A small window of the routed layout:
Scale bar: 10 um. Region (57, 21) to (82, 46) um. Cells in gray, sequential cells in the stronger gray; small squares are vias.
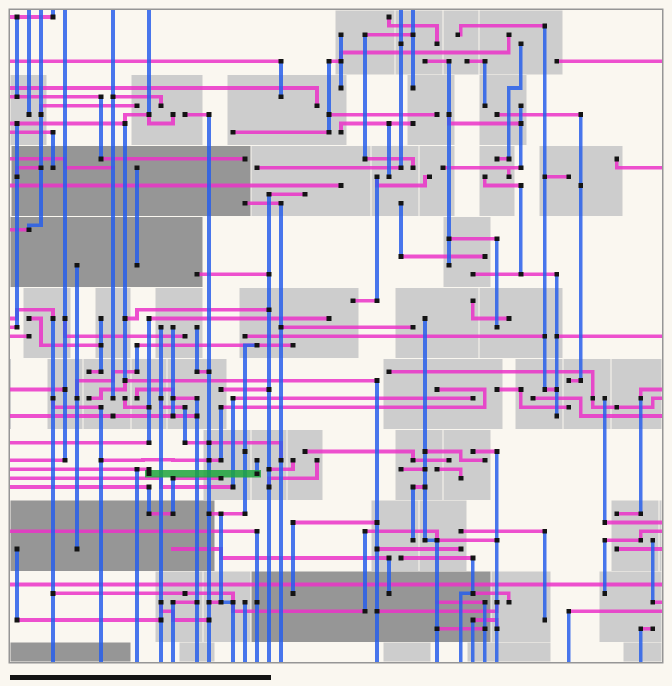
Clock network drawn from the DEF:
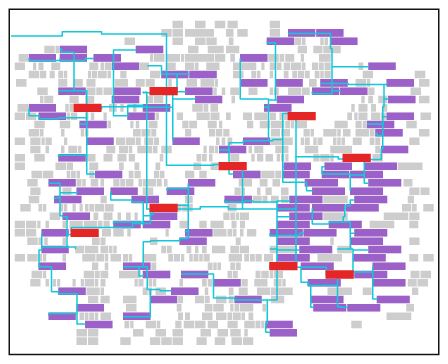
Cell placement:
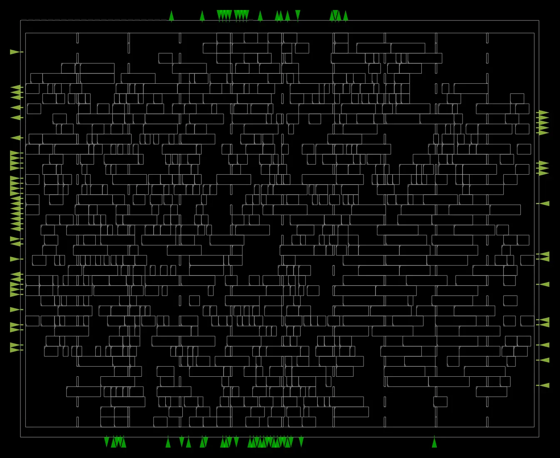
Routed metal per tile:
The die is cut into 28 by 22 equal tiles; black is low, pale yellow is high, scaled to the fullest tile. Values are wire area over tile area, all layers added.
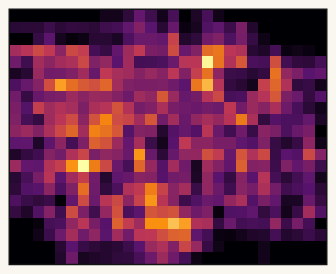
[src/rtl/axi_hs_master.sv]
// Burst initiator and in-order result checker for the valid/ready operand-pair adder stage.
// Drives len (a,b) pairs, predicts each sum into a small FIFO and compares returned sums.
module axi_hs_master #(
   parameter int DW         = 8,
   parameter int CNT_W      = 8,
   parameter int FIFO_DEPTH = 4,
   parameter int TO_CYC     = 255
) (
   input  logic             clk,
   input  logic             rst_n,
   input  logic             start,
   input  logic [CNT_W-1:0] len,
   input  logic [DW-1:0]    seed_a,
   input  logic [DW-1:0]    seed_b,
   input  logic [DW-1:0]    step,
   input  logic [7:0]       bp_mask,
   output logic [DW-1:0]    tx_a,
   output logic [DW-1:0]    tx_b,
   output logic             tx_valid,
   input  logic             tx_ready,
   input  logic [DW-1:0]    rx_data,
   input  logic             rx_valid,
   output logic             rx_ready,
   output logic             busy,
   output logic             done,
   output logic             timeout,
   output logic [CNT_W-1:0] tx_cnt,
   output logic [CNT_W-1:0] rx_cnt,
   output logic [CNT_W-1:0] err_cnt,
   output logic [1:0]       dbg_state
);
   // Handshake: a transfer happens at a rising clk edge where valid && ready; once valid
   // is high, its payload and valid itself hold stable until that edge.

   localparam int AW = $clog2(FIFO_DEPTH);
   localparam int TW = $clog2(TO_CYC + 1);
   localparam logic [AW:0]   FULL    = (AW+1)'(FIFO_DEPTH);
   localparam logic [TW-1:0] TO_LAST = TW'(TO_CYC - 1);

   typedef enum logic [1:0] {IDLE = 2'd0, SEND = 2'd1, DRAIN = 2'd2, DONE = 2'd3} state_t;

   state_t           state_q, state_d;
   logic [DW-1:0]    tx_a_q, tx_a_d, tx_b_q, tx_b_d, step_q, step_d;
   logic             tx_valid_q, tx_valid_d, timeout_q, timeout_d, done_q, done_d;
   logic [CNT_W-1:0] len_q, len_d, tx_cnt_q, tx_cnt_d, rx_cnt_q, rx_cnt_d;
   logic [CNT_W-1:0] err_cnt_q, err_cnt_d;
   logic [2:0]       bp_idx_q, bp_idx_d;
   logic [TW-1:0]    to_cnt_q, to_cnt_d;
   logic [AW-1:0]    wr_ptr_q, wr_ptr_d, rd_ptr_q, rd_ptr_d;
   logic [AW:0]      occ_q, occ_d;
   logic [DW-1:0]    fifo_mem [FIFO_DEPTH];

   logic             busy_w, rx_ready_w, tx_hs, rx_hs, push, pop, rx_err, to_fire;
   logic [AW:0]      err_inc;
   logic [CNT_W:0]   err_sum;
   logic [CNT_W-1:0] err_sat;

   assign busy_w     = (state_q == SEND) || (state_q == DRAIN);
   assign rx_ready_w = busy_w && bp_mask[bp_idx_q];
   assign tx_hs      = tx_valid_q && tx_ready;
   assign rx_hs      = rx_valid && rx_ready_w;
   assign push       = tx_hs;
   assign pop        = rx_hs && (occ_q != '0);
   assign rx_err     = rx_hs && ((occ_q == '0) || (rx_data != fifo_mem[rd_ptr_q]));
   assign to_fire    = (state_q == DRAIN) && (rx_cnt_q != len_q) && !rx_hs && (to_cnt_q == TO_LAST);

   // On timeout, every prediction still in the FIFO is charged as an error.
   assign err_inc = to_fire ? occ_q : {{AW{1'b0}}, rx_err};
   assign err_sum = {1'b0, err_cnt_q} + (CNT_W+1)'(err_inc);
   assign err_sat = err_sum[CNT_W] ? '1 : err_sum[CNT_W-1:0];

   always_comb begin
      state_d    = state_q;
      tx_a_d     = tx_a_q;
      tx_b_d     = tx_b_q;
      step_d     = step_q;
      len_d      = len_q;
      tx_valid_d = tx_valid_q;
      timeout_d  = timeout_q;
      done_d     = 1'b0;
      to_cnt_d   = to_cnt_q;
      bp_idx_d   = busy_w ? bp_idx_q + 3'd1 : bp_idx_q;
      wr_ptr_d   = wr_ptr_q + AW'(push);
      rd_ptr_d   = rd_ptr_q + AW'(pop);
      occ_d      = occ_q + (AW+1)'(push) - (AW+1)'(pop);
      tx_cnt_d   = tx_cnt_q;
      rx_cnt_d   = rx_cnt_q + CNT_W'(pop);
      err_cnt_d  = err_sat;
      case (state_q)
         IDLE: begin
            if (start) begin
               tx_a_d     = seed_a;
               tx_b_d     = seed_b;
               step_d     = step;
               len_d      = len;
               tx_cnt_d   = '0;
               rx_cnt_d   = '0;
               err_cnt_d  = '0;
               timeout_d  = 1'b0;
               to_cnt_d   = '0;
               bp_idx_d   = '0;
               wr_ptr_d   = '0;
               rd_ptr_d   = '0;
               occ_d      = '0;
               tx_valid_d = (len != '0);
               state_d    = (len != '0) ? SEND : DONE;
            end
         end
         SEND: begin
            if (tx_hs) begin
               tx_cnt_d = tx_cnt_q + CNT_W'(1);
               tx_a_d   = tx_a_q + step_q;
               tx_b_d   = tx_b_q - DW'(1);
               if (tx_cnt_q + CNT_W'(1) == len_q) begin
                  tx_valid_d = 1'b0;
                  state_d    = DRAIN;
               end else begin
                  tx_valid_d = (occ_d != FULL);
               end
            end else if (!tx_valid_q) begin
               // Throttled: the next beat is already loaded, raise valid once space frees.
               tx_valid_d = (occ_d != FULL);
            end
         end
         DRAIN: begin
            if (rx_cnt_q == len_q) begin
               state_d = DONE;
            end else if (rx_hs) begin
               to_cnt_d = '0;
            end else if (to_fire) begin
               timeout_d = 1'b1;
               state_d   = DONE;
            end else begin
               to_cnt_d = to_cnt_q + TW'(1);
            end
         end
         DONE: begin
            done_d  = 1'b1;
            state_d = IDLE;
         end
         default: state_d = IDLE;
      endcase
   end

   always_ff @(posedge clk or negedge rst_n) begin
      if (!rst_n) begin
         state_q    <= IDLE;
         tx_a_q     <= '0;
         tx_b_q     <= '0;
         step_q     <= '0;
         len_q      <= '0;
         tx_valid_q <= 1'b0;
         timeout_q  <= 1'b0;
         done_q     <= 1'b0;
         to_cnt_q   <= '0;
         bp_idx_q   <= '0;
         wr_ptr_q   <= '0;
         rd_ptr_q   <= '0;
         occ_q      <= '0;
         tx_cnt_q   <= '0;
         rx_cnt_q   <= '0;
         err_cnt_q  <= '0;
      end else begin
         state_q    <= state_d;
         tx_a_q     <= tx_a_d;
         tx_b_q     <= tx_b_d;
         step_q     <= step_d;
         len_q      <= len_d;
         tx_valid_q <= tx_valid_d;
         timeout_q  <= timeout_d;
         done_q     <= done_d;
         to_cnt_q   <= to_cnt_d;
         bp_idx_q   <= bp_idx_d;
         wr_ptr_q   <= wr_ptr_d;
         rd_ptr_q   <= rd_ptr_d;
         occ_q      <= occ_d;
         tx_cnt_q   <= tx_cnt_d;
         rx_cnt_q   <= rx_cnt_d;
         err_cnt_q  <= err_cnt_d;
      end
   end

   always_ff @(posedge clk) begin
      if (push) fifo_mem[wr_ptr_q] <= tx_a_q + tx_b_q;
   end

   assign tx_a      = tx_a_q;
   assign tx_b      = tx_b_q;
   assign tx_valid  = tx_valid_q;
   assign rx_ready  = rx_ready_w;
   assign busy      = busy_w;
   assign done      = done_q;
   assign timeout   = timeout_q;
   assign tx_cnt    = tx_cnt_q;
   assign rx_cnt    = rx_cnt_q;
   assign err_cnt   = err_cnt_q;
   assign dbg_state = state_q;

endmodule

[config.mk]
export PLATFORM = sky130hd
export DESIGN_NAME = axi_hs_master
export DESIGN_NICKNAME = d
export VERILOG_FILES = /design/src/rtl/axi_hs_master.sv
export SDC_FILE = /design/constraint.sdc
export NUM_CORES = 1
export LEC_CHECK = 0
export CORE_ASPECT_RATIO = 0.8
export CORE_UTILIZATION = 40
export DETAILED_ROUTE_END_ITERATION = 10
export MAX_ROUTING_LAYER = met4
export PLACE_DENSITY_LB_ADDON = 0.15
export SLEW_MARGIN = 15
export SYNTH_ARGS = -nofsm -noshare
export SYNTH_HDL_FRONTEND = slang
export SYNTH_SLANG_ARGS = --single-unit
[constraint.sdc]
create_clock -name clk -period 8.6 [get_ports clk]
set_input_delay 1.72 -clock clk [delete_from_list [all_inputs] [get_ports clk]]
set_output_delay 1.72 -clock clk [all_outputs]
set_load 0.01 [all_outputs]
==> results.sh <==
# yosys + openroad results
export IMPL_crit_buf_inv=2
export IMPL_ff2ff_setup_slack_ns=5.06
export IMPL_die_y_um=112
export IMPL_drc=0
export IMPL_synth_logic_top_family="simple AND/OR/NAND/NOR gates"
export IMPL_post_route_min_period_ns=5.31
export IMPL_worstPathArrival_ns=3.59
export IMPL_worstReg2RegEnd="err_cnt[3]"
export IMPL_mostFrequentLayoutCell="clkdlybuf4s50_1"
export IMPL_post_cts_buffers=0
export IMPL_path_cells="clkdlybuf4s50_1, mux4_1, mux2_4, and2_2, clkdlybuf4s50_1"
export IMPL_max_vdd_ir_drop_mv=0.169
export IMPL_end_kind="output pin"
export IMPL_clock_path_buffers=2
export IMPL_dr_pass1_iters=4
export IMPL_viasPerCell=5.25
export IMPL_synth_cell_types=56
export IMPL_crit_top_cell="clkdlybuf4s50_1"
export IMPL_antenna_found_initial=0
export IMPL_area_growth_pct=24.9
export IMPL_cts_made_buffers=9
export IMPL_async_flop_share_pct=71.2
export IMPL_ys_flops=111
export IMPL_final_setup_tns_ns=0
export IMPL_synthMuxAreaShare_pct=5.89
export IMPL_hold_path_class="flop to flop"
export IMPL_grt_pass1_vias=4544
export IMPL_maxCapViolations=0
export IMPL_largest_area_cell="dfrtp_1"
export IMPL_xor_share_pct=8.78
export IMPL_cts_tree="done"
export IMPL_fmax_ghz=0.188
export IMPL_maxSlewHeadroom_pct=46.5
export IMPL_setup_ws_ns=3.29
export IMPL_yosys_area_share_adder_pct=7.91
export IMPL_status="finished, final reports clean"
export IMPL_crit_type="input port to output pin"
export IMPL_ioPinCount=100
export IMPL_dp_slack_ns=3.28
export IMPL_warning_count=30
export IMPL_synth_cells=581
export IMPL_final_setup_viol_count=0
export IMPL_drv_slew=0
export IMPL_drive_gt1_share_pct=6.14
export IMPL_post_cts_resized=0
export IMPL_p_per_area_mw_per_mm2=361
export IMPL_clk_latency_ns=0.36
export IMPL_fin_crit_sh_pct=61.8
export IMPL_syn_cell_area_sq_mm=0.00607
export IMPL_fin_area_sq_mm=0.00758
export IMPL_grtUsageMet3_pct=3.84
export IMPL_yosysChipArea_sq_mm=0.00607
-- 'a small window of the routed layout' (at the start) --
M3: drawn in green. M1: drawn in magenta. M2: drawn in blue.
Most frequent: a21oi_1 (9), o21ai_0 (6), ha_1 (5). Netlist names of flops here include tx_b (3), tx_a (1). Sequential cells in the window: 4. 44 logic cells have their middle in the window.

-- 'clock network drawn from the DEF' (at the start) --
flip-flops: drawn in purple, count 111. clock-net drivers: drawn in red, count 9. clock wires: drawn in cyan, length 1390 um.
Position of the flops: all over the die. There are 10 routed clock nets.

-- 'cell placement' (at the start) --
Tap Cells: 184
Cell Rows: 39

-- 'routed metal per tile' (at the start) --
The mean over all tiles is 0.14. 11% of the tiles are nearly empty. The emptiest ninth of the die: south-east. 14% of the tiles are over half the peak. The fullest tile reaches 0.48.
Via Count: 4555
Routed WL per cell: 16.1 um
wirelength, routed: 14000 um

metal layers:
layer  wire length [um]  share of wire (%)
met5                  0                  0
met4                158                1.1
met3                550                3.9
met2               6120                 44
met1               7150                 51
where the power goes:
part	switching, uW	internal (uW)	leakage (uW)
combinational	713	617	0.00179
clock	200	226	0.000148
sequential	179	803	0.00131
state kept, by name, indices dropped and copies added (netlist names):
register and cells:
err_cnt 8, bp_idx_q 3, fifo_mem 32, dbg_state 2
done 1, tx_a 8, timeout 1, tx_cnt 8
rd_ptr_q 2, to_cnt_q 8, occ_q 3, tx_valid 1
wr_ptr_q 2, step_q 8, len_q 8, tx_b 8
rx_cnt 8
worst max-delay path by stage:
stage / start / end / slack [ns] / cells past startpoint
2_1_floorplan: bp_mask[1] / rx_ready / 4.17 / 3
3_3_place_gp: bp_mask[1] / rx_ready / 3.29 / 5
3_5_place_dp: bp_mask[1] / rx_ready / 3.28 / 5
4_1_cts: bp_mask[1] / rx_ready / 3.28 / 5
5_1_grt: bp_mask[1] / rx_ready / 3.23 / 5
6_report: bp_mask[1] / rx_ready / 3.29 / 5
area by class of cell:
| type | count | area, sq um |
|---|---|---|
| flip-flops and latches | 111 | 2940 |
| repair buffers | 107 | 1050 |
| clock buffers | 11 | 264 |
| multi-input cells | 423 | 2960 |
| clock inverters | 5 | 42.5 |
| inverters | 27 | 101 |
| well taps | 184 | 230 |
| fillers | 1313 | 6960 |
worst reg2reg max path, stage by stage (launching register included):
cell	delay, ns
dfrtp_1	0.71
mux4_2	0.61
xnor2_1	0.17
nand4_1	0.14
nor4_1	0.38
o21ai_0	0.15
ha_1	0.22
inv_1	0.07
fa_1	0.21
nor2b_1	0.07
o2111ai_1	0.28
inv_1	0.10
nand3_1	0.19
a21oi_1	0.11
Power is estimated from default activity; no workload was simulated.
